$ cat config.mk
export PLATFORM = sky130hd
export DESIGN_NAME = fpu_mem_arbiter
export DESIGN_NICKNAME = d
export VERILOG_FILES = /design/src/rtl/fpu_mem_arbiter.sv
export SDC_FILE = /design/constraint.sdc
export NUM_CORES = 1
export LEC_CHECK = 0
export CORE_ASPECT_RATIO = 0.8
export CORE_UTILIZATION = 44
export CTS_CLUSTER_SIZE = 25
export DETAILED_ROUTE_END_ITERATION = 16
export PLACE_DENSITY = 0.88
export SLEW_MARGIN = 30
export SYNTH_ARGS = -nofsm -noshare
export SYNTH_HDL_FRONTEND = slang
export SYNTH_SLANG_ARGS = --single-unit
export TNS_END_PERCENT = 10
$ cat constraint.sdc
create_clock -name clk -period 6.4 [get_ports clk]
set_input_delay 0.96 -clock clk [delete_from_list [all_inputs] [get_ports clk]]
set_output_delay 0.96 -clock clk [all_outputs]
set_load 0.005 [all_outputs]
$ cat src/rtl/fpu_mem_arbiter.sv
// fpu_mem_arbiter
//   Shares the single FPU memory port between three burst requesters
//   (0 = host config/mapped, 1 = column-fetch reads, 2 = result writeback).
//   A round-robin pick is made in IDLE. The winner's burst is then run beat by beat.
//   Ports:
//     clk, rst_n             clock, asynchronous active-low reset
//     req/req_we             per-requester level request and direction (1 = write)
//     req_addr/req_len       per-requester burst start byte address and length in beats
//     req_wdata              per-requester write data for the owner's current beat
//     gnt/beat/done          per-requester one-cycle strobes, only the owner's bit is set
//     busy                   FSM not in IDLE
//     mem_req/mem_we/mem_addr/mem_wdata/mem_ack   beat-level memory handshake
module fpu_mem_arbiter #(
  parameter int ADDR_W = 32,
  parameter int DATA_W = 32,
  parameter int LEN_W  = 10
) (
  input  logic                   clk,
  input  logic                   rst_n,
  input  logic [2:0]             req,
  input  logic [2:0]             req_we,
  input  logic [2:0][ADDR_W-1:0] req_addr,
  input  logic [2:0][LEN_W-1:0]  req_len,
  input  logic [2:0][DATA_W-1:0] req_wdata,
  output logic [2:0]             gnt,
  output logic [2:0]             beat,
  output logic [2:0]             done,
  output logic                   busy,
  output logic                   mem_req,
  output logic                   mem_we,
  output logic [ADDR_W-1:0]      mem_addr,
  output logic [DATA_W-1:0]      mem_wdata,
  input  logic                   mem_ack
);

  localparam logic [ADDR_W-1:0] STEP = ADDR_W'(DATA_W / 8);

  typedef enum logic [1:0] {IDLE, XFER, DONE} state_t;

  state_t           state;
  logic [1:0]       owner, last_owner;
  logic [LEN_W-1:0] len_r, cnt;
  logic             zlen;   // zero-length burst: DONE lasts two cycles so done trails gnt
  logic [1:0]       c0, c1, c2, win;
  logic [2:0]       own_oh;
  logic             last_beat;

  // Rotating priority: scan last_owner+1, +2, +3 (mod 3).
  always_comb begin
    c0 = 2'd0; c1 = 2'd1; c2 = 2'd2;
    case (last_owner)
      2'd0:    begin c0 = 2'd1; c1 = 2'd2; c2 = 2'd0; end
      2'd1:    begin c0 = 2'd2; c1 = 2'd0; c2 = 2'd1; end
      default: begin c0 = 2'd0; c1 = 2'd1; c2 = 2'd2; end
    endcase
    if (req[c0])      win = c0;
    else if (req[c1]) win = c1;
    else              win = c2;
  end

  assign own_oh    = 3'b001 << owner;
  assign last_beat = (cnt == len_r - 1'b1);
  assign busy      = (state != IDLE);
  assign beat      = (state == XFER && mem_ack) ? own_oh : 3'b000;
  assign mem_wdata = mem_req ? req_wdata[owner] : '0;

  always_ff @(posedge clk or negedge rst_n) begin
    if (!rst_n) begin
      state      <= IDLE;
      owner      <= 2'd0;
      last_owner <= 2'd2;
      len_r      <= '0;
      cnt        <= '0;
      zlen       <= 1'b0;
      gnt        <= 3'b000;
      done       <= 3'b000;
      mem_req    <= 1'b0;
      mem_we     <= 1'b0;
      mem_addr   <= '0;
    end else begin
      gnt  <= 3'b000;
      done <= 3'b000;
      case (state)
        IDLE: begin
          if (|req) begin
            owner <= win;
            len_r <= req_len[win];
            cnt   <= '0;
            gnt   <= 3'b001 << win;
            if (req_len[win] != '0) begin
              state    <= XFER;
              mem_req  <= 1'b1;
              mem_we   <= req_we[win];
              mem_addr <= req_addr[win];
            end else begin
              state <= DONE;
              zlen  <= 1'b1;
            end
          end
        end
        XFER: begin
          if (mem_ack) begin
            cnt <= cnt + 1'b1;
            if (last_beat) begin
              state    <= DONE;
              done     <= own_oh;
              mem_req  <= 1'b0;
              mem_we   <= 1'b0;
              mem_addr <= '0;
            end else begin
              mem_addr <= mem_addr + STEP;  // wraps mod 2^ADDR_W
            end
          end
        end
        DONE: begin
          if (zlen) begin
            zlen <= 1'b0;
            done <= own_oh;
          end else begin
            last_owner <= owner;
            state      <= IDLE;
          end
        end
        default: state <= IDLE;
      endcase
    end
  end

endmodule

==> impl_results.html <==
<p>Metrics extracted from the flow reports.</p>
<table>
<tr><th>Metric</th><th>Value</th></tr>
<tr><th colspan="2">Route</th></tr>
<tr><td>Number of detailed-route iterations in the first pass</td><td>5</td></tr>
<tr><td>Average routed wire per standard cell</td><td>around 18 um</td></tr>
<tr><td>Total Routed Length</td><td>between 20,000 and 25,000 um</td></tr>
<tr><td>Met3 wire len</td><td>roughly 1700 um</td></tr>
<tr><td>Initial detailed-routing violation count</td><td>between 400 and 500</td></tr>
<tr><td>Antenna Nets Post-Route</td><td>0</td></tr>
<tr><td>Routed wl met2</td><td>around 10,000 um</td></tr>
<tr><td>Per-cell via count in the routed design</td><td>~5.7</td></tr>
<tr><td>Top layer reached by signal wires</td><td>met4</td></tr>
<tr><td>Post-Route M1 WL</td><td>approximately 9100 um</td></tr>
<tr><td>Remaining routing DRC violations</td><td>0</td></tr>
<tr><td>DR vias</td><td>6,710</td></tr>
<tr><th colspan="2">Global routing</th></tr>
<tr><td>Combined global-route utilization of all metal layers</td><td>0.3108</td></tr>
<tr><td>Overall overflow remaining after global route</td><td>0</td></tr>
<tr><td>Number of global-route vias before repair</td><td>around 6,300</td></tr>
<tr><td>First-pass GRT wire length</td><td>~33,000 um</td></tr>
<tr><td>GR Layer Usage met2</td><td>0.5125</td></tr>
<tr><td>Maximum number of pins on one net before global-route repair</td><td>68</td></tr>
<tr><td>GR peak layer</td><td>met2</td></tr>
<tr><td>Number of antenna violations at the first check in global routing</td><td>0</td></tr>
<tr><td>Met3 demand-to-capacity share in global routing</td><td>0.07732</td></tr>
<tr><th colspan="2">Timing</th></tr>
<tr><td>Finish-stage setup viols</td><td>0</td></tr>
<tr><td>Hold Slack</td><td>about 0.52 ns</td></tr>
<tr><td>Hold Violations, Final</td><td>0</td></tr>
<tr><td>Max-slew headroom</td><td>0.3761</td></tr>
<tr><td>Final sum of negative setup slack</td><td>0 ns</td></tr>
<tr><td>RSZ-0062 raised after global routing</td><td>false</td></tr>
<tr><td>Slew of the pin with the lowest slew margin</td><td>around 0.94 ns</td></tr>
<tr><td>Minimum period implied by the final worst setup slack</td><td>between 4 and 5 ns</td></tr>
<tr><td>Setup WS post-layout</td><td>2.180 ns</td></tr>
<tr><td>Ratio of final minimum period to clock period</td><td>0.6593</td></tr>
<tr><td>Maximum frequency from static timing analysis</td><td>0.2370 GHz</td></tr>
<tr><th colspan="2">Worst hold path</th></tr>
<tr><td>Worst hold path class</td><td>flip-flop to flip-flop</td></tr>
<tr><td>Worst hold path endpoint</td><td>mem_addr[0]$_DFFE_PN0P_</td></tr>
<tr><td>Hold path depth</td><td>1</td></tr>
<tr><td>Hold path start</td><td>mem_addr[0]$_DFFE_PN0P_</td></tr>
<tr><th colspan="2">Clock tree</th></tr>
<tr><td>Number of gates resized after cts</td><td>0</td></tr>
<tr><td>Cell at the root of the clock tree</td><td>sky130_fd_sc_hd__clkbuf_16</td></tr>
<tr><td>H-Tree Level Count</td><td>3</td></tr>
<tr><td>Clock net sink count</td><td>between 60 and 70</td></tr>
<tr><td>Post-CTS setup buffer count</td><td>0</td></tr>
<tr><td>Clock-pin slew on the worst setup and hold paths</td><td>approximately 0.050 ns</td></tr>
<tr><td>Hold Buf Count CTS</td><td>0</td></tr>
<tr><td>Longest Clk Path Bufs</td><td>2</td></tr>
<tr><td>Number of buffers inserted during clock tree synthesis</td><td>9</td></tr>
<tr><td>TritonCTS clock tree</td><td>done</td></tr>
<tr><th colspan="2">Power and ir drop</th></tr>
<tr><td>Part of the total power dissipated in the clock network</td><td>0.127</td></tr>
<tr><td>Power density over the cells</td><td>between 300 and 400 mW/mm^2</td></tr>
<tr><td>Peak VDD IR</td><td>203.6 uV</td></tr>
<tr><td>Switch Pwr</td><td>around 1600 uW</td></tr>
<tr><td>Power in combinational cells</td><td>about 2200 uW</td></tr>
<tr><td>Flop+latch power</td><td>~930 uW</td></tr>
<tr><td>Reg power frac</td><td>0.257</td></tr>
<tr><td>Part of the power in combinational logic</td><td>0.616</td></tr>
<tr><td>Post-route total power</td><td>~3600 uW</td></tr>
<tr><td>Clock group total power</td><td>around 460 uW</td></tr>
<tr><td>Internal Pwr Total</td><td>a little over 2000 uW</td></tr>
<tr><th colspan="2">Logic synthesis</th></tr>
<tr><td>Synthesis-stage register bit count</td><td>around 67</td></tr>
<tr><td>Largest area contributor in the netlist</td><td>sky130_fd_sc_hd__dfrtp_1</td></tr>
<tr><td>Aoi share</td><td>0.2266</td></tr>
<tr><td>Average instance area after synthesis</td><td>about 7.9 um^2</td></tr>
<tr><td>Dominant register cell in the synthesized netlist</td><td>sky130_fd_sc_hd__dfrtp_1</td></tr>
<tr><td>Cell types occupying the most area after synthesis</td><td>sky130_fd_sc_hd__dfrtp_1 (28%), sky130_fd_sc_hd__mux2i_1 (13%), sky130_fd_sc_hd__o21ai_0 (9.1%)</td></tr>
<tr><td>Unique cell type count in the Yosys netlist</td><td>64</td></tr>
<tr><td>Nets in the synthesized netlist</td><td>between 900 and 1,000</td></tr>
<tr><td>Sequential element share of the synthesized area</td><td>0.2873</td></tr>
<tr><td>Ys cells</td><td>736</td></tr>
<tr><td>Top cells by instance count after synthesis</td><td>sky130_fd_sc_hd__o21ai_0 (106), sky130_fd_sc_hd__nand2_1 (89), sky130_fd_sc_hd__mux2i_1 (76)</td></tr>
<tr><td>Post-synthesis instance total</td><td>between 700 and 800</td></tr>
<tr><td>Share of cell area taken by muxes after synthesis</td><td>0.1592</td></tr>
<tr><td>Post-synthesis async set-or-reset flop share</td><td>1.000</td></tr>
<tr><td>Area fraction in full adders, half adders and majority gates</td><td>0.01285</td></tr>
<tr><td>Dominant non-sequential cell family after synthesis</td><td>simple AND/OR/NAND/NOR gates</td></tr>
<tr><td>Top area contributor share</td><td>0.2828</td></tr>
<tr><td>Xor/xnor share</td><td>0.01799</td></tr>
<tr><td>Count of flip-flops with a built-in enable after synthesis</td><td>0</td></tr>
<tr><td>Chip area from the yosys synthesis statistics</td><td>roughly 0.0058 mm^2</td></tr>
<tr><th colspan="2">Place</th></tr>
<tr><td>Weighted congestion at the end of routability-driven global placement</td><td>between 0.9 and 1</td></tr>
<tr><td>Worst Setup Slack post-DPL</td><td>around 1.6 ns</td></tr>
<tr><td>Dpl cell area</td><td>about 0.0089 mm^2</td></tr>
<tr><td>Count of placed standard cells including taps</td><td>between 1,000 and 1,500</td></tr>
<tr><td>Half-perimeter wire length after placement</td><td>between 15,000 and 20,000 um</td></tr>
<tr><th colspan="2">Setup path</th></tr>
<tr><td>Worst reg2reg setup slack</td><td>a little under 3 ns</td></tr>
<tr><td>WP depth</td><td>10</td></tr>
<tr><td>Element type at the critical path end</td><td>flip-flop</td></tr>
<tr><td>Crit path max-delay family</td><td>simple AND/OR/NAND/NOR gates</td></tr>
<tr><td>Capturing instance or port of the critical path</td><td>mem_addr[11]$_DFFE_PN0P_</td></tr>
<tr><td>Signal arrival time at the worst endpoint</td><td>approximately 4.4 ns</td></tr>
<tr><td>Critical Path Max Stage Delay</td><td>~0.69 ns</td></tr>
<tr><td>Standard cell with the maximum stage delay on the critical path</td><td>sky130_fd_sc_hd__nand2_1</td></tr>
<tr><td>Cell chain of the critical path</td><td>clkdlybuf4s50_1, and3b_1, nor3_4, buf_6, mux2i_1, a21oi_1, nor4_2, nand4_1, nand2_1, o21ai_0</td></tr>
<tr><td>Reg-to-reg startpoint</td><td>last_owner[1]$_DFFE_PN1P_</td></tr>
<tr><td>Beginning of the critical path</td><td>req[0]</td></tr>
<tr><td>Crit Path Category</td><td>primary input to flip-flop</td></tr>
<tr><td>Startpoint Class</td><td>primary input</td></tr>
<tr><td>Crit path buffers/inverters</td><td>2</td></tr>
<tr><td>Number of cell instances on the worst register-to-register path</td><td>9</td></tr>
<tr><td>Required time reported for the critical path endpoint</td><td>6.57 ns</td></tr>
<tr><th colspan="2">Die</th></tr>
<tr><td>Core Region</td><td>about 0.013 mm^2</td></tr>
<tr><td>Tap cells</td><td>roughly 180</td></tr>
<tr><td>Init Core Util</td><td>0.4522</td></tr>
<tr><td>Die boundary height</td><td>about 110 um</td></tr>
<tr><td>Num rows</td><td>37</td></tr>
<tr><td>Overall chip area</td><td>approximately 0.014 mm^2</td></tr>
<tr><th colspan="2">Layout</th></tr>
<tr><td>Non-clock buffer count in the final layout</td><td>around 310</td></tr>
<tr><td>Combinational cell area excluding buffers and inverters</td><td>around 0.0038 mm^2</td></tr>
<tr><td>Net count of the finished layout</td><td>~1,200</td></tr>
<tr><td>Non-Filler Cell Area, Final</td><td>between 0.009 and 0.01 mm^2</td></tr>
<tr><td>Layout cells sized above 1</td><td>0.05958</td></tr>
<tr><td>Non-CTS inverters</td><td>22</td></tr>
<tr><td>Synthesis-to-layout area growth</td><td>58.03%</td></tr>
<tr><td>Top register by number of flip-flops</td><td>mem_addr</td></tr>
<tr><td>Share of the final layout cell area in sequential cells</td><td>0.1823</td></tr>
<tr><td>Number of flip-flops under the largest register name</td><td>32</td></tr>
<tr><td>Total area of sequential cells</td><td>0.001683 mm^2</td></tr>
<tr><td>Largest cell class by area</td><td>multi-input combinational cells</td></tr>
<tr><td>Largest registers</td><td>mem_addr x32, cnt x10, len_r x10</td></tr>
<tr><td>Filler Cell Count</td><td>a little over 1,000</td></tr>
<tr><td>Non-clock buffering overhead in the final layout</td><td>0.3396</td></tr>
<tr><td>Most frequently placed logic cell in the final layout</td><td>sky130_fd_sc_hd__clkdlybuf4s50_1</td></tr>
<tr><td>Clock buf/inv share</td><td>0.02955</td></tr>
<tr><td>Multi-input gate share of the layout cell area</td><td>0.4159</td></tr>
<tr><td>Most numerous logic cells after layout</td><td>sky130_fd_sc_hd__clkdlybuf4s50_1 (305), sky130_fd_sc_hd__o21ai_0 (106), sky130_fd_sc_hd__nand2_1 (89)</td></tr>
<tr><td>Number of multi-input logic gates</td><td>~590</td></tr>
<tr><td>Sequential cell count of the final layout</td><td>67</td></tr>
<tr><th colspan="2">Flow run</th></tr>
<tr><td>Number of violations of the max-capacitance limit</td><td>0</td></tr>
<tr><td>Tool warnings</td><td>28</td></tr>
<tr><th colspan="2">Run status</th></tr>
<tr><td>Outcome</td><td>complete, no violations</td></tr>
</table>
Figure 1. Nets reached from selected ports.
Scale: 4 px per um.
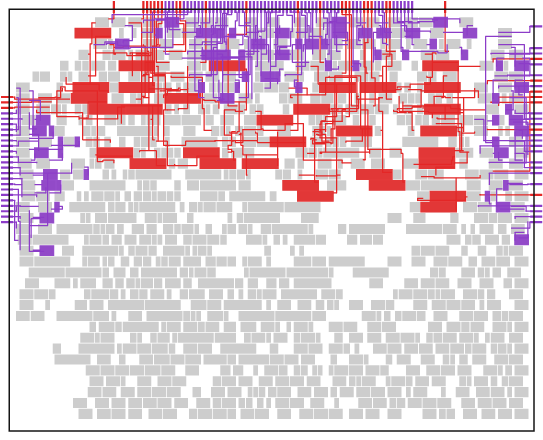
color	port	bits	direction	end cells	buffers	wire
red	mem_addr	32	output	32	32	1,770 um
purple	req_addr	96	input	64	96	1,570 um
IO Port Bufs: 306
count of boundary I/O pins: 307

Figure 2. Clock distribution.
Scale: 4 px per um.
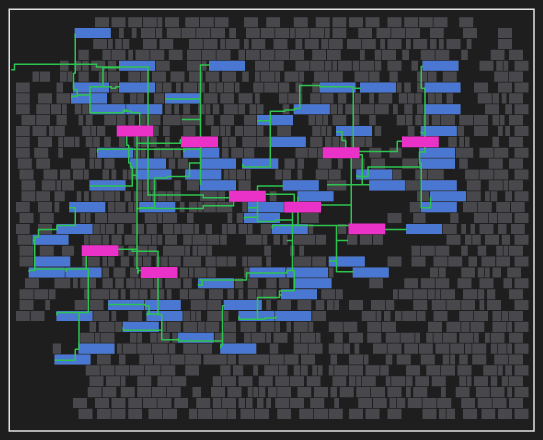
[green] clock wires | length: 973 um
[blue] flip-flops | count: 67
[magenta] cells driving clock nets | count: 9
routed clock nets	10

Figure 3. Selected gate families.
Scale: 3 px per um.
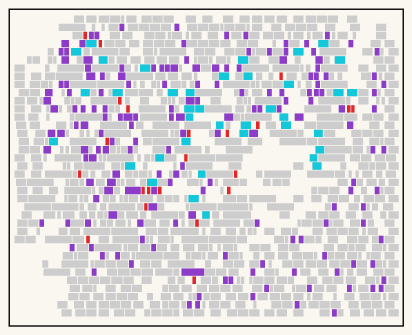
color	family	cells	most used
red	inverters	22	inv_1
purple	inverting AOI/OAI gates	170	o21ai_0
cyan	AND-OR and OR-AND gates	38	o32a_1

Figure 4. Routing congestion.
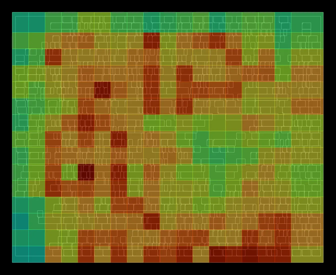
core utilization of the finished layout: 0.7146
global-route track usage on met1: 0.3986

Power and IR drop assume default switching activity.
